==> src/rtl/uart_pkg.sv <==
// Shared UART frame constants and receiver FSM state encoding.
// Also used by the transmitter, so keep values in sync with it.
package uart_pkg;
  localparam int       OVERSAMPLE  = 16;
  localparam int       DATA_BITS   = 8;
  localparam logic     PARITY_SEED = 1'b1;
  localparam logic [3:0] TICK_MAX  = 4'(OVERSAMPLE - 1);

  typedef enum logic [2:0] {
    IDLE,
    START,
    DATA,
    PARITY,
    STOP,
    WAIT_HIGH
  } rcv_state_e;
endpackage

==> src/rtl/uart_rcv_if.sv <==
// Serial line, host read strobe and received-byte status between the receiver and the host.
interface uart_rcv_if;
  import uart_pkg::*;
  logic                 sdi;
  logic                 rdn;
  logic [DATA_BITS-1:0] dout;
  logic                 data_ready;
  logic                 parity_error;
  logic                 framing_error;
  logic                 overrun;

  modport slave  (input sdi, rdn, output dout, data_ready, parity_error, framing_error, overrun);
  modport master (output sdi, rdn, input dout, data_ready, parity_error, framing_error, overrun);
endinterface

==> src/rtl/sync_edge.sv <==
// Multi-flop synchronizer for an idle-high asynchronous input, plus a one-cycle
// pulse on each high-to-low transition of the synchronized value.
module sync_edge #(
  parameter int STAGES = 2
) (
  input  logic clk,
  input  logic rst,
  input  logic d_i,
  output logic q_o,
  output logic fall_o
);
  logic [STAGES-1:0] sync_q;
  logic              prev_q;

  always_ff @(posedge clk or posedge rst) begin
    if (rst) begin
      sync_q <= '1;
      prev_q <= 1'b1;
    end else begin
      sync_q <= {sync_q[STAGES-2:0], d_i};
      prev_q <= sync_q[STAGES-1];
    end
  end

  assign q_o    = sync_q[STAGES-1];
  assign fall_o = prev_q & ~sync_q[STAGES-1];
endmodule

==> src/rtl/uart_rcv.sv <==
// 16x-oversampled UART receiver: start, d7..d0, odd parity, stop.
// Latches the byte and error flags per frame; host acks with a falling rdn edge.
module uart_rcv
  import uart_pkg::*;
#(
  parameter int SYNC_STAGES = 2,
  parameter int SAMPLE_PT   = 7
) (
  input  logic        clk16x,
  input  logic        rst,
  uart_rcv_if.slave   bus
);
  localparam logic [3:0] SP = 4'(SAMPLE_PT);

  logic sdi_s, sdi_fall_unused, rdn_s_unused, rd_fall;

  sync_edge #(.STAGES(SYNC_STAGES)) u_sdi_sync (
    .clk(clk16x), .rst(rst), .d_i(bus.sdi), .q_o(sdi_s), .fall_o(sdi_fall_unused)
  );
  sync_edge #(.STAGES(SYNC_STAGES)) u_rdn_sync (
    .clk(clk16x), .rst(rst), .d_i(bus.rdn), .q_o(rdn_s_unused), .fall_o(rd_fall)
  );

  rcv_state_e           state_q, state_d;
  logic [3:0]           tick_q, tick_d;
  logic [2:0]           bitn_q, bitn_d;
  logic [DATA_BITS-1:0] shift_q, shift_d, dout_q, dout_d;
  logic                 par_q, par_d;
  logic                 rdy_q, rdy_d, ovr_q, ovr_d, perr_q, perr_d, ferr_q, ferr_d;
  logic                 sample, wrap, done;

  always_ff @(posedge clk16x or posedge rst) begin
    if (rst) begin
      state_q <= IDLE;
      tick_q  <= '0;
      bitn_q  <= '0;
      shift_q <= '0;
      par_q   <= PARITY_SEED;
      dout_q  <= '0;
      rdy_q   <= 1'b0;
      ovr_q   <= 1'b0;
      perr_q  <= 1'b0;
      ferr_q  <= 1'b0;
    end else begin
      state_q <= state_d;
      tick_q  <= tick_d;
      bitn_q  <= bitn_d;
      shift_q <= shift_d;
      par_q   <= par_d;
      dout_q  <= dout_d;
      rdy_q   <= rdy_d;
      ovr_q   <= ovr_d;
      perr_q  <= perr_d;
      ferr_q  <= ferr_d;
    end
  end

  assign sample = (tick_q == SP);
  assign wrap   = (tick_q == TICK_MAX);

  always_comb begin
    state_d = state_q;
    tick_d  = tick_q;
    bitn_d  = bitn_q;
    shift_d = shift_q;
    par_d   = par_q;
    done    = 1'b0;
    if (state_q != IDLE && state_q != WAIT_HIGH) tick_d = tick_q + 4'd1;

    unique case (state_q)
      IDLE: if (!sdi_s) begin
        tick_d  = '0;
        state_d = START;
      end
      START: begin
        if (sample) begin
          if (sdi_s) state_d = IDLE;
          else begin
            bitn_d = '0;
            par_d  = PARITY_SEED;
          end
        end else if (wrap) state_d = DATA;
      end
      DATA: begin
        if (sample) begin
          shift_d = {shift_q[DATA_BITS-2:0], sdi_s};
          par_d   = par_q ^ sdi_s;
        end
        if (wrap) begin
          bitn_d = bitn_q + 3'd1;
          if (bitn_q == 3'(DATA_BITS - 1)) state_d = PARITY;
        end
      end
      PARITY: begin
        if (sample) par_d = par_q ^ sdi_s;
        if (wrap) state_d = STOP;
      end
      STOP: if (sample) begin
        done    = 1'b1;
        state_d = sdi_s ? IDLE : WAIT_HIGH;
      end
      WAIT_HIGH: if (sdi_s) state_d = IDLE;
      default: state_d = IDLE;
    endcase
  end

  // A read landing on the completion cycle consumed the old byte, so no overrun.
  always_comb begin
    dout_d = dout_q;
    perr_d = perr_q;
    ferr_d = ferr_q;
    rdy_d  = rdy_q;
    ovr_d  = ovr_q;
    if (done) begin
      dout_d = shift_q;
      perr_d = par_q;
      ferr_d = ~sdi_s;
      rdy_d  = 1'b1;
      ovr_d  = rd_fall ? 1'b0 : (ovr_q | rdy_q);
    end else if (rd_fall) begin
      rdy_d = 1'b0;
      ovr_d = 1'b0;
    end
  end

  assign bus.dout          = dout_q;
  assign bus.data_ready    = rdy_q;
  assign bus.parity_error  = perr_q;
  assign bus.framing_error = ferr_q;
  assign bus.overrun       = ovr_q;
endmodule

==> src/flat_wrapper.sv <==
// flat-port wrapper written by rule: the top's interface ports become plain ports
module uart_rcv_flat import uart_pkg::*;
#(
  parameter int SYNC_STAGES = 2,
  parameter int SAMPLE_PT   = 7
)
  (clk16x, rst, bus_sdi, bus_rdn, bus_dout, bus_data_ready, bus_parity_error, bus_framing_error, bus_overrun);
  uart_rcv_if bus_i ();
  input  logic clk16x;
  input  logic rst;
  input wire logic [$bits(bus_i.sdi)-1:0] bus_sdi;
  input wire logic [$bits(bus_i.rdn)-1:0] bus_rdn;
  output wire logic [$bits(bus_i.dout)-1:0] bus_dout;
  output wire logic [$bits(bus_i.data_ready)-1:0] bus_data_ready;
  output wire logic [$bits(bus_i.parity_error)-1:0] bus_parity_error;
  output wire logic [$bits(bus_i.framing_error)-1:0] bus_framing_error;
  output wire logic [$bits(bus_i.overrun)-1:0] bus_overrun;
  assign bus_i.sdi = bus_sdi;
  assign bus_i.rdn = bus_rdn;
  assign bus_dout = bus_i.dout;
  assign bus_data_ready = bus_i.data_ready;
  assign bus_parity_error = bus_i.parity_error;
  assign bus_framing_error = bus_i.framing_error;
  assign bus_overrun = bus_i.overrun;
  uart_rcv #(.SYNC_STAGES(SYNC_STAGES), .SAMPLE_PT(SAMPLE_PT)) u_core (.clk16x(clk16x), .rst(rst), .bus(bus_i));
endmodule
==> config.mk <==
export PLATFORM = sky130hd
export DESIGN_NAME = uart_rcv_flat
export DESIGN_NICKNAME = d
export VERILOG_FILES = /design/src/rtl/uart_pkg.sv /design/src/rtl/uart_rcv_if.sv /design/src/rtl/sync_edge.sv /design/src/rtl/uart_rcv.sv /design/src/flat_wrapper.sv
export SDC_FILE = /design/constraint.sdc
export NUM_CORES = 1
export LEC_CHECK = 0
export CAP_MARGIN = 20
export CORE_MARGIN = 2
export CORE_UTILIZATION = 40
export DETAILED_ROUTE_END_ITERATION = 8
export PLACE_DENSITY = 0.65
export SLEW_MARGIN = 10
export SYNTH_ARGS = -nofsm -noshare
export SYNTH_HDL_FRONTEND = slang
export SYNTH_SLANG_ARGS = --single-unit
export TNS_END_PERCENT = 10
==> constraint.sdc <==
create_clock -name clk16x -period 3.6 [get_ports clk16x]
set_input_delay 0.72 -clock clk16x [delete_from_list [all_inputs] [get_ports clk16x]]
set_output_delay 0.72 -clock clk16x [all_outputs]
set_load 0.005 [all_outputs]
==> reports/metrics.yaml <==
status: "complete, no violations"
start_kind: "flip-flop"
antenna_found_initial: 0
worstPathRequired_ns: 3.78
drc: 0
drive_above_1_share: 0.2025
dieWidth_um: 69.18
die_h_um: 69.18
async_flop_share: 1.000
yosys_area_um2: 1699
drtIter0Drc: 71
grt_setup_unrepaired: "false"
fmax_ghz: 0.4721
maxSlewViolCount: 0
clock-root-buffer: "clkbuf_8"
reg2reg_slack_ns: 1.48
vias: 1168
flops: 36
drt-met1-wl_um: 1500
logic_gates: 91
clk_share: 0.04153
met2_length_um: 1498
synthToLayoutAreaGrowth_pct: 15.24
instances_no_fill: 208
syn-cell-area_um2: 1699
endpoint_kind: "flip-flop"
logic_family: "multiplexers"
post-place-ws_ns: 1.509
fin_ws_ns: 1.482
path_class: "reg2reg"
die_area_um2: 4785
firstDrtPassIters: 4
synthMuxAreaShare: 0.1443
startpoint: "u_core.state_q[0]"
syn_avg_cell_area_um2: 11.80
tightest_slew_ns: 0.6761
power_density_nw_per_um2: 567.1
timing.setup.tns_ns: 0
critical_path.endpoint: "u_core.bitn_q[0]"
slowest_delay_ns: 0.76
top_area_cell: "dfrtp_1"
slowest_stage: "dfrtp_1"
min_delay_worst_endpoint: "u_core.u_rdn_sync.sync_q[1]"
antenna_cells: 0
initCoreUtil: 0.4187
hold_depth: 0
grt_pass1_wl_um: 5313
cap_violations: 0
power_mw: 1.110
enable_flop_cells: 0
setup_violations: 0
slew_headroom: 0.5493
numClockSinks: 36
via_per_inst: 5.615
postCtsHoldBufs: 0
routed.top_layer: "met4"
crit_fanout: 23
min_path_type: "reg2reg"
nFillCells: 367
first_global_vias: 1156
wl_met3_um: 117
warnings: 26
ant_nets: 0
layout.nets: 164
synth_top_area_share: 0.4418
yosysCellCount: 144
seq_area_um2: 908.4
synth-main-ff-cell: "dfrtp_1"
grt.overflow.total: 0
final_area_um2: 1958
hold_viol_final: 0
ys_types: 44
worstPathCellList: "or4b_4 -> a211oi_4 -> mux2_2"
wl_um: 3153
timing.final.crit_share: 0.5884
min_period_ns: 2.118
fa_ha_area_frac: 0.02209
crit_cells: 3
==> cell usage after synthesis (all sizes together) (2+ instances only) <==
library cell,instances
a31o,2
dfstp,6
nor4bb,2
and3,2
a21oi,5
nand3b,2
and3b,2
dfrtp,30
a211oi,2
clkbuf,4
inv,7
mux2i,2
nor2b,4
nand3,4
a31oi,2
nor2,4
o211ai,2
o22ai,2
ha,3
nand2,7
buf,6
o21ai,7
mux2,20
==> cells in the final DEF, fill, tap and decap left out, types with 2 or more instances in the layout <==
cell	instances
nand2_1	7
a31oi_1	2
nor4bb_1	2
clkdlybuf4s50_1	15
dfstp_2	6
mux2_2	16
nor2_1	3
clkbuf_8	5
mux2i_1	2
inv_1	7
nor2b_1	4
a31o_1	2
o22ai_1	2
o211ai_1	2
nand3b_1	2
a21oi_1	5
mux2_1	4
clkbuf_1	2
ha_1	3
and3b_1	2
nand3_1	4
o21ai_0	7
and3_1	2
dfrtp_1	30
==> state kept, by name, indices dropped and copies added (netlist names) <==
name	count
u_core.u_rdn_sync.prev_q	1
u_core.shift_q	8
u_core.bus.parity_error	1
u_core.bus.data_ready	1
u_core.bus.overrun	1
u_core.state_q	3
u_core.u_sdi_sync.sync_q	2
u_core.tick_q	4
u_core.bus.framing_error	1
u_core.bitn_q	3
u_core.bus.dout	8
u_core.u_rdn_sync.sync_q	2
u_core.par_q	1
==> worst reg2reg max path, cell delays in order (launching register included) <==
cell and delay, ns:
dfrtp_1 0.76, or4b_4 0.56, a211oi_4 0.31, mux2_2 0.37
==> cells by family after synthesis <==
group	Yosys count
compound gates	29
flops	36
buf+inv	17
fa+ha+maj	3
mux	22
simple gates	37
==> report_power, final <==
| part | switching [mW] | internal (mW) |
|---|---|---|
| logic | 0.132 | 0.138 |
| registers | 0.117 | 0.449 |
| clock network | 0.139 | 0.136 |
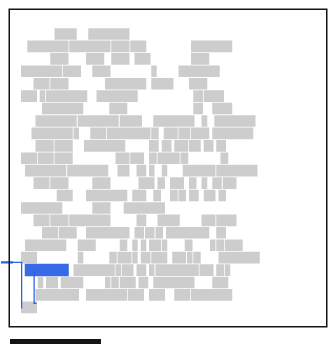
io_fan.png
The bar under the picture is 20 um long.
blue -> bus_rdn  # bits 1, direction input, edge left, end cells 1, buffers 1, wire 19.7 um
Buffers on Ports: 15
I/O pin count: 16

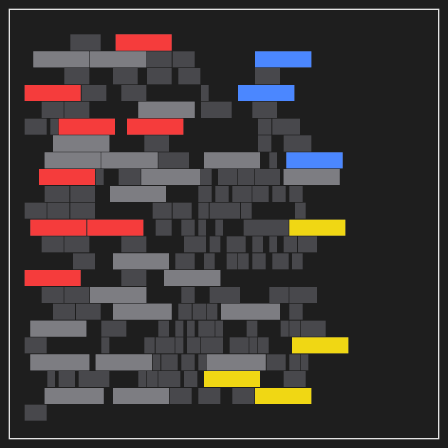
flops_by_reg.png
Other sequential cells in the stronger grey, the rest of the logic in the fainter grey.
yellow -> u_core.tick_q  # sequential cells 4
blue -> u_core.bitn_q  # sequential cells 3
red -> u_core.bus.dout  # sequential cells 8

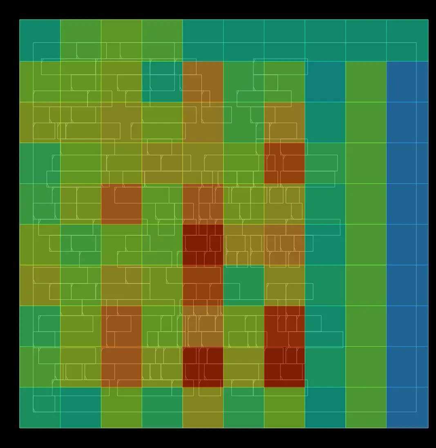
congestion.png
Final Util: 0.4826
GR peak layer: met2
routing usage on met3: 0.04215
met1 Use GR: 0.1716
GRT Total Usage: 0.1394

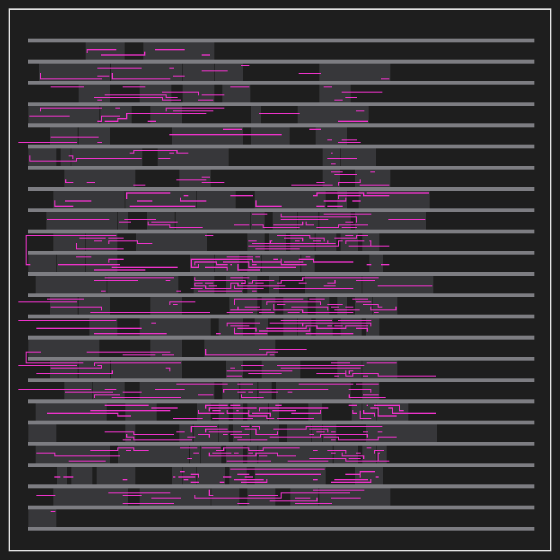
layer_met1.png
Supply wires on this layer in grey.
longest straight run = 15.2 um
nets with wire on the layer = 149

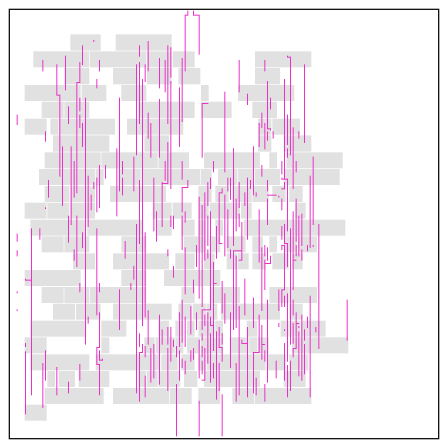
layer_met2.png
wire length on this layer = 1500 um
nets with wire on the layer = 141
longest straight run = 39.8 um
share of all routed wire = 48%

